## src/rtl/pe_edge_drain.sv

```systemverilog
// pe_edge_drain: removes the column skew from the systolic array's bottom-edge
// result streams, packs each row into one word and queues it in a FWFT FIFO.
// Ports: clk, reset (async, active-high); drain_start/drain_ready accept a drain;
//   drain_done pulses once the last row is queued; edge_data carries the
//   bottom-edge PE outputs; out_data/out_valid/out_ready form the row stream;
//   fifo_count is the FIFO occupancy.
// Optional macro DRAIN_ROW_TAG_EN adds out_row_idx (row index of the FIFO head).
module pe_edge_drain #(
   parameter int DATA_WIDTH = 8,
   parameter int NUM_COLS   = 4,
   parameter int ROWS       = 4,
   parameter int DEPTH      = 8,
   localparam int CNTW      = $clog2(DEPTH) + 1
) (
   input  logic                           clk,
   input  logic                           reset,
   input  logic                           drain_start,
   output logic                           drain_ready,
   output logic                           drain_done,
   input  logic [NUM_COLS*DATA_WIDTH-1:0] edge_data,
   output logic [NUM_COLS*DATA_WIDTH-1:0] out_data,
`ifdef DRAIN_ROW_TAG_EN
   output logic [((ROWS > 1) ? $clog2(ROWS) : 1)-1:0] out_row_idx,
`endif
   output logic                           out_valid,
   input  logic                           out_ready,
   output logic [CNTW-1:0]                fifo_count
);

   localparam int W  = NUM_COLS * DATA_WIDTH;
   localparam int AW = $clog2(DEPTH);
   localparam int CW = $clog2(NUM_COLS + ROWS);
   localparam logic [CW-1:0]   FIRST = CW'(NUM_COLS - 1);
   localparam logic [CW-1:0]   LAST  = CW'(NUM_COLS + ROWS - 2);
   localparam logic [CNTW-1:0] ROOM  = CNTW'(DEPTH - ROWS);

   typedef enum logic [1:0] {IDLE, CAPTURE, DONE} state_t;

   state_t          state;
   logic [CW-1:0]   cnt;
   logic            shift;
   logic            push;
   logic            pop;
   logic            accept;
   logic            idle_n;
   logic [W-1:0]    aligned;
   logic [AW-1:0]   wr_ptr;
   logic [AW-1:0]   rd_ptr;
   logic [CNTW-1:0] count_n;
   logic [W-1:0]    mem [DEPTH];

   assign shift     = (state == CAPTURE);
   // first aligned row exists once column 0 has walked its whole chain
   assign push      = shift && (cnt >= FIRST);
   assign out_valid = (fifo_count != '0);
   assign pop       = out_valid && out_ready;
   assign accept    = drain_start && drain_ready;
   assign idle_n    = (state == DONE) || ((state == IDLE) && !accept);

   // column c is NUM_COLS-1-c cycles early, so it waits that many stages
   for (genvar c = 0; c < NUM_COLS; c++) begin : g_col
      localparam int D = NUM_COLS - 1 - c;
      if (D == 0) begin : g_live
         assign aligned[c*DATA_WIDTH +: DATA_WIDTH] =
            edge_data[c*DATA_WIDTH +: DATA_WIDTH];
      end else begin : g_dly
         logic [DATA_WIDTH-1:0] sr [D];
         always_ff @(posedge clk or posedge reset) begin
            if (reset) begin
               for (int i = 0; i < D; i++) sr[i] <= '0;
            end else if (shift) begin
               sr[0] <= edge_data[c*DATA_WIDTH +: DATA_WIDTH];
               for (int i = 1; i < D; i++) sr[i] <= sr[i-1];
            end
         end
         assign aligned[c*DATA_WIDTH +: DATA_WIDTH] = sr[D-1];
      end
   end

   always_comb begin
      count_n = fifo_count;
      case ({push, pop})
         2'b10:   count_n = fifo_count + CNTW'(1);
         2'b01:   count_n = fifo_count - CNTW'(1);
         default: count_n = fifo_count;
      endcase
   end

   always_ff @(posedge clk or posedge reset) begin
      if (reset) begin
         state       <= IDLE;
         cnt         <= '0;
         drain_done  <= 1'b0;
         drain_ready <= 1'b0;
      end else begin
         drain_done  <= 1'b0;
         // ready is registered from next state so it is low throughout reset
         drain_ready <= idle_n && (count_n <= ROOM);
         case (state)
            IDLE: begin
               if (accept) begin
                  state <= CAPTURE;
                  cnt   <= '0;
               end
            end
            CAPTURE: begin
               cnt <= cnt + CW'(1);
               if (cnt == LAST) begin
                  state      <= DONE;
                  drain_done <= 1'b1;
               end
            end
            DONE:    state <= IDLE;
            default: state <= IDLE;
         endcase
      end
   end

   always_ff @(posedge clk or posedge reset) begin
      if (reset) begin
         wr_ptr     <= '0;
         rd_ptr     <= '0;
         fifo_count <= '0;
      end else begin
         if (push) wr_ptr <= wr_ptr + AW'(1);
         if (pop)  rd_ptr <= rd_ptr + AW'(1);
         fifo_count <= count_n;
      end
   end

   always_ff @(posedge clk) begin
      if (push) mem[wr_ptr] <= aligned;
   end

   assign out_data = out_valid ? mem[rd_ptr] : '0;

`ifdef DRAIN_ROW_TAG_EN
   localparam int RW = (ROWS > 1) ? $clog2(ROWS) : 1;
   logic [RW-1:0] tag_mem [DEPTH];

   always_ff @(posedge clk) begin
      if (push) tag_mem[wr_ptr] <= RW'(cnt - FIRST);
   end

   assign out_row_idx = out_valid ? tag_mem[rd_ptr] : '0;
`endif

endmodule

```

## config.mk

```make
export PLATFORM = sky130hd
export DESIGN_NAME = pe_edge_drain
export DESIGN_NICKNAME = d
export VERILOG_FILES = /design/src/rtl/pe_edge_drain.sv
export SDC_FILE = /design/constraint.sdc
export NUM_CORES = 1
export LEC_CHECK = 0
export ABC_AREA = 1
export CAP_MARGIN = 20
export CELL_PAD_IN_SITES_DETAIL_PLACEMENT = 1
export CELL_PAD_IN_SITES_GLOBAL_PLACEMENT = 1
export CORE_MARGIN = 5
export CORE_UTILIZATION = 45
export CTS_BUF_LIST = sky130_fd_sc_hd__clkbuf_4 sky130_fd_sc_hd__clkbuf_8
export DETAILED_ROUTE_END_ITERATION = 6
export PLACE_DENSITY = 0.86
export RECOVER_POWER = 100
export SLEW_MARGIN = 20
export SYNTH_ARGS = -nofsm -noshare
export SYNTH_HDL_FRONTEND = slang
export SYNTH_SLANG_ARGS = --single-unit
```

## constraint.sdc

```tcl
create_clock -name clk -period 3.8 [get_ports clk]
set_input_delay 0.76 -clock clk [delete_from_list [all_inputs] [get_ports clk]]
set_output_delay 0.76 -clock clk [all_outputs]
set_load 0.01 [all_outputs]
```

**Run 1: placement by cell class**

Drawn at 2 px/µm. Fill, decap, tap and diode cells in grey.
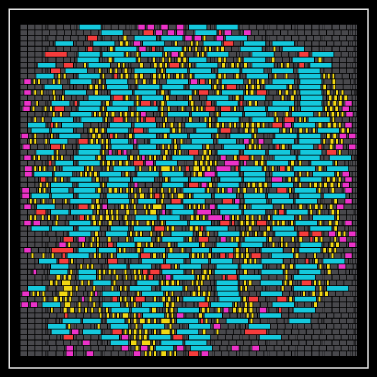
colour	class	cells	share of their area
yellow	all other logic	724	22%
magenta	other buffers and delay cells	104	6.9%
red	clock drivers and dummy loads	99	7.4%
cyan	flip-flops	321	64%

**Run 1: the clock network**

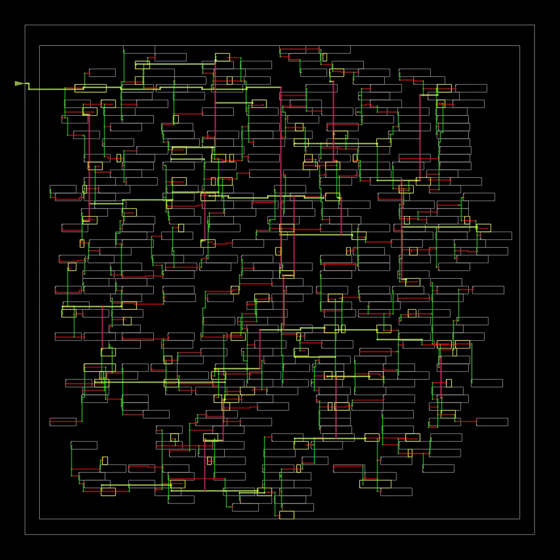
CLK BUF: 70
clk_skew: 0.0250 ns

**Run 1: metal 2**

Drawn at 3 px/µm. Cells faint in the background.
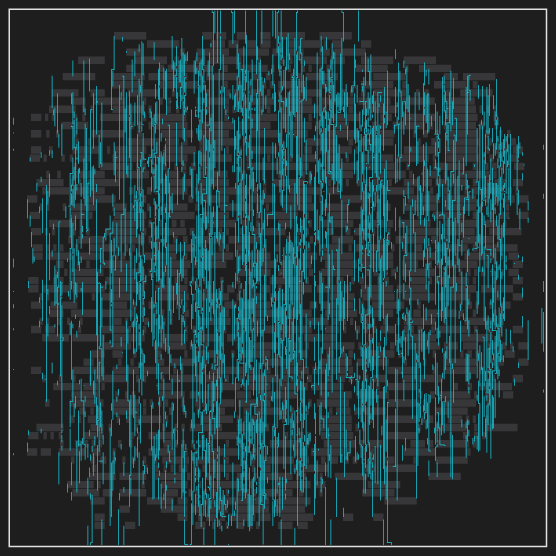
main direction	vertical
wire length on this layer	17,200 µm

**Run 1: routed clock nets over the placement**

Drawn at 3 px/µm.
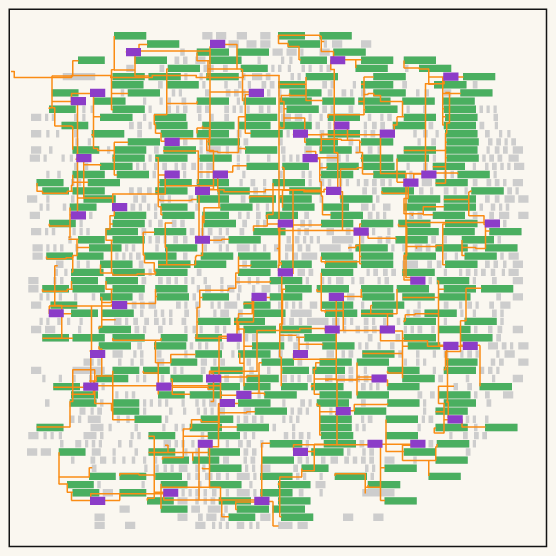
[orange] clock wires | length: 3,990 µm
[purple] cells driving clock nets | count: 53
[green] flip-flops | count: 321
routed clock nets	54
flops lie	spread over the die

run 1: final cells by class:
class,instances,area (µm²),area share (%)
tap,378,473,3.15
clock inverter,29,203,1.35
antenna,1,2.50,0.0167
sequential,321,9320,62.0
clock buffer,70,876,5.83
timing repair buffer,104,1010,6.70
multi-input combinational,705,3070,20.4
inverter,19,73.8,0.491
run 1: state kept, by name (all words and copies together), names as in the netlist:
| name | cells |
|---|---|
| cnt | 3 |
| state | 2 |
| rd_ptr | 3 |
| aligned | 16 |
| drain_ready | 1 |
| fifo_count | 4 |
| drain_done | 1 |
| g_col.g_dly.sr | 32 |
| wr_ptr | 3 |
| mem | 256 |
run 1: repair_timing:
item | in CTS | in global routing
setup buffers | 1 | 0
endpoints found under the setup margin | 5 | 1
resized | 0 | 2
==> flow_metrics.env, run 1 <==
# yosys + openroad results
export IMPL_status="finished with violations"
export IMPL_violations="capacitance limit, slew limit"
export IMPL_top_area_cell="edfxtp_1"
export IMPL_final_cell_mix="nor2_1, edfxtp_1, nand2_1"
export IMPL_track_usage_pct=21.5
export IMPL_synth_cells=1107
export IMPL_ys_types=28
export IMPL_rrSetupSlack_ns=0.27
export IMPL_cap_violations=2
export IMPL_wirelength_um=33600
export IMPL_dp_hpwl_um=20700
export IMPL_fillers=2960
export IMPL_slew_viol_final=67
export IMPL_worstPathRequired_ns=3.04
export IMPL_timing_rr_end="mem[4][31]$_DFFE_PP_"
export IMPL_power_density_nw_per_um2=879
export IMPL_grt_util_met2_pct=38.3
export IMPL_hold_viol_final=0
export IMPL_drc=0
export IMPL_setup_ws_ns=0.149
export IMPL_ys_async_sr_fraction_pct=20.2
export IMPL_ys_flop_type="edfxtp_1"
export IMPL_die_h_um=179
export IMPL_timing_final_crit_share_pct=96.1
export IMPL_die_area_um2=31900
export IMPL_cts_buffers=53
export IMPL_p_comb_share_pct=35.7
export IMPL_path_cells="buf_4 > o21ai_0 > o21ai_1 > o21ai_0 > nor2_1 > dlygate4sd3_1"
export IMPL_wl_met3_um=1750
export IMPL_synth_adder_area_share_pct=0.783
export IMPL_routedWlPerCell_um=20.6
export IMPL_lay_top_count="nor2_1"
export IMPL_top_layer="met4"
export IMPL_worstMarginPinSlew_ns=2.69
export IMPL_top_cells_by_area="edfxtp_1, dfrtp_1, nor2_1, o21ai_0, nand2_1"
export IMPL_clockBufferDepth=3
export IMPL_place_congestion=0.790
export IMPL_grt_busiest_layer="met2"
export IMPL_slowest_delay_ns=0.67
export IMPL_cellInternalPower_mw=8.23
export IMPL_dp_slack_ns=0.571
export IMPL_hold_end="g_col[0].g_dly.sr[12]$_DFFE_PP0P_"
export IMPL_port_buffers=74
export IMPL_min_period_ns=3.65
export IMPL_power_frac_seq_pct=41.2
export IMPL_powerClk_mw=3.05
export IMPL_grt_overflow=0
export IMPL_pg_seq_mw=5.44
export IMPL_yosys_area_um2=12800
export IMPL_worstSetupPathType="register to output port"
export IMPL_num_vias=8733
export IMPL_startpoint="rd_ptr[1]$_DFFE_PP0P_"
export IMPL_finalNonFillerCells=1627
export IMPL_setup_viol=0
export IMPL_ys_cells=1107
export IMPL_min_delay_path_class="register to register"
export IMPL_fin_nets=1248
export IMPL_fp_utilization_pct=45.8
export IMPL_rsz0062_at_grt="false"
export IMPL_dr_pass1_iters=5
export IMPL_crit_path_end_kind="output port"
export IMPL_comb_power_mw=4.72
export IMPL_grt_use_met3_pct=3.82
export IMPL_cts_clk_slew_worst_paths_ns=0.06
export IMPL_synth_area_um2=12800
export IMPL_globalRouteMet1Util_pct=26.3
export IMPL_cts_tree="yes"
export IMPL_clkLatencyLatePin_ns=0.57
export IMPL_r2r_start="cnt[1]$_DFFE_PP0P_"
export IMPL_grt_pass1_vias=9613
export IMPL_crit_top_cell="o21ai_0"
export IMPL_top_cell_area_share_pct=60.1
export IMPL_cp_buffers_inverters=2
export IMPL_p_clk_share_pct=23.1
export IMPL_ys_seq_share_pct=72.8
export IMPL_p_leak_nw=5.63
export IMPL_total_power_mw=13.2
export IMPL_fin_tns_setup_ns=0
export IMPL_critical_path_max_fanout=32
export IMPL_yosysWarnings=0
export IMPL_fmax_mhz=274
export IMPL_first_iter_violations=672
==> inputs of run 2 (changes only) <==
--- a/config.mk
+++ b/config.mk
@@ -6,14 +6,13 @@
 export NUM_CORES = 1
 export LEC_CHECK = 0
 export ABC_AREA = 1
-export CAP_MARGIN = 20
 export CELL_PAD_IN_SITES_DETAIL_PLACEMENT = 1
 export CELL_PAD_IN_SITES_GLOBAL_PLACEMENT = 1
 export CORE_MARGIN = 5
-export CORE_UTILIZATION = 45
+export CORE_UTILIZATION = 40
 export CTS_BUF_LIST = sky130_fd_sc_hd__clkbuf_4 sky130_fd_sc_hd__clkbuf_8
 export DETAILED_ROUTE_END_ITERATION = 6
-export PLACE_DENSITY = 0.86
+export PLACE_DENSITY = 0.79
 export RECOVER_POWER = 100
 export SLEW_MARGIN = 20
 export SYNTH_ARGS = -nofsm -noshare
**Run 2: the clock network**

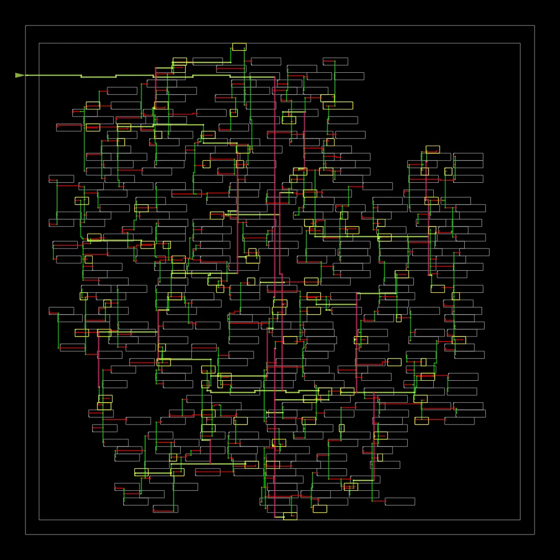
Worst-Skew Late Latency: 0.58 ns
seq_cells: 321
CLK BUF: 88

==> flow_metrics.env, run 2 <==
# yosys + openroad results
export IMPL_status="finished with violations"
export IMPL_violations="capacitance limit, slew limit"
export IMPL_ys_cells=1107
export IMPL_place_congestion=0.748
export IMPL_top_layer="met4"
export IMPL_total_power_mw=13.3
export IMPL_setup_viol=0
export IMPL_rsz0062_at_grt="false"
export IMPL_startpoint="rd_ptr[1]$_DFFE_PP0P_"
export IMPL_power_density_nw_per_um2=884
export IMPL_lay_top_count="nor2_1"
export IMPL_final_cell_mix="nor2_1, edfxtp_1, nand2_1"
export IMPL_worstSetupPathType="register to output port"
export IMPL_grt_util_met2_pct=32.3
export IMPL_cts_clk_slew_worst_paths_ns=0.06
export IMPL_ys_seq_share_pct=72.8
export IMPL_cts_tree="yes"
export IMPL_crit_top_cell="o21ai_0"
export IMPL_die_area_um2=35700
export IMPL_power_frac_seq_pct=40.4
export IMPL_die_h_um=189
export IMPL_clockBufferDepth=3
export IMPL_cap_violations=3
export IMPL_dr_pass1_iters=4
export IMPL_timing_final_crit_share_pct=95.3
export IMPL_buffers=102
export IMPL_largest_reg_flops=256
export IMPL_logic_area_um2=3080
export IMPL_slew_viol_final=119
export IMPL_worstPathRequired_ns=3.04
export IMPL_top_cells_by_area="edfxtp_1, dfrtp_1, nor2_1, o21ai_0, nand2_1"
export IMPL_top_area_cell="edfxtp_1"
export IMPL_drc=0
export IMPL_comb_cells=705
export IMPL_r2r_start="cnt[0]$_DFFE_PP0P_"
export IMPL_rrSetupSlack_ns=0.30
export IMPL_n_tap_cell=402
**Run 2: routed clock nets over the placement**

Drawn at 2 px/µm.
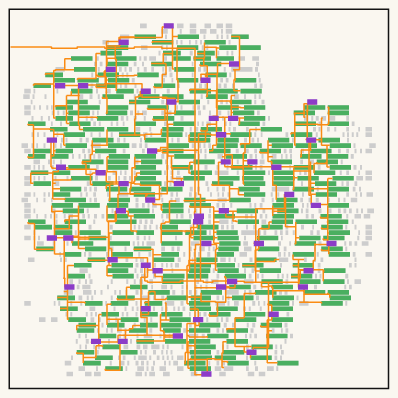
[green] flip-flops | count: 321
[orange] clock wires | length: 4,000 µm
[purple] cells driving clock nets | count: 51
flops lie	spread over the die

run 2: netlist changes by cell type in the layout (fill, tap and decap cells not counted), moves of 5 or more:
| cell | change |
|---|---|
| clkbuf_1 | +5 |
| clkbuf_8 | +10 |
| clkinv_1 | -16 |
| dlygate4sd3_1 | -7 |
| clkbuf_4 | +8 |
| clkdlybuf4s50_1 | +7 |
run 2: power groups by stage:
stage | clock network, mW | registers [mW] | logic [mW]
4_1_cts | 3.24 | 5.39 | 4.94
3_3_place_gp | 0 | 5.42 | 4.58
6_report | 3.18 | 5.40 | 4.77
5_1_grt | 3.41 | 5.49 | 5.32
2_1_floorplan | 0 | 5.21 | 2.95
3_5_place_dp | 0 | 5.49 | 4.80
Power figures rest on the tool's default switching activity, not on a simulated workload.
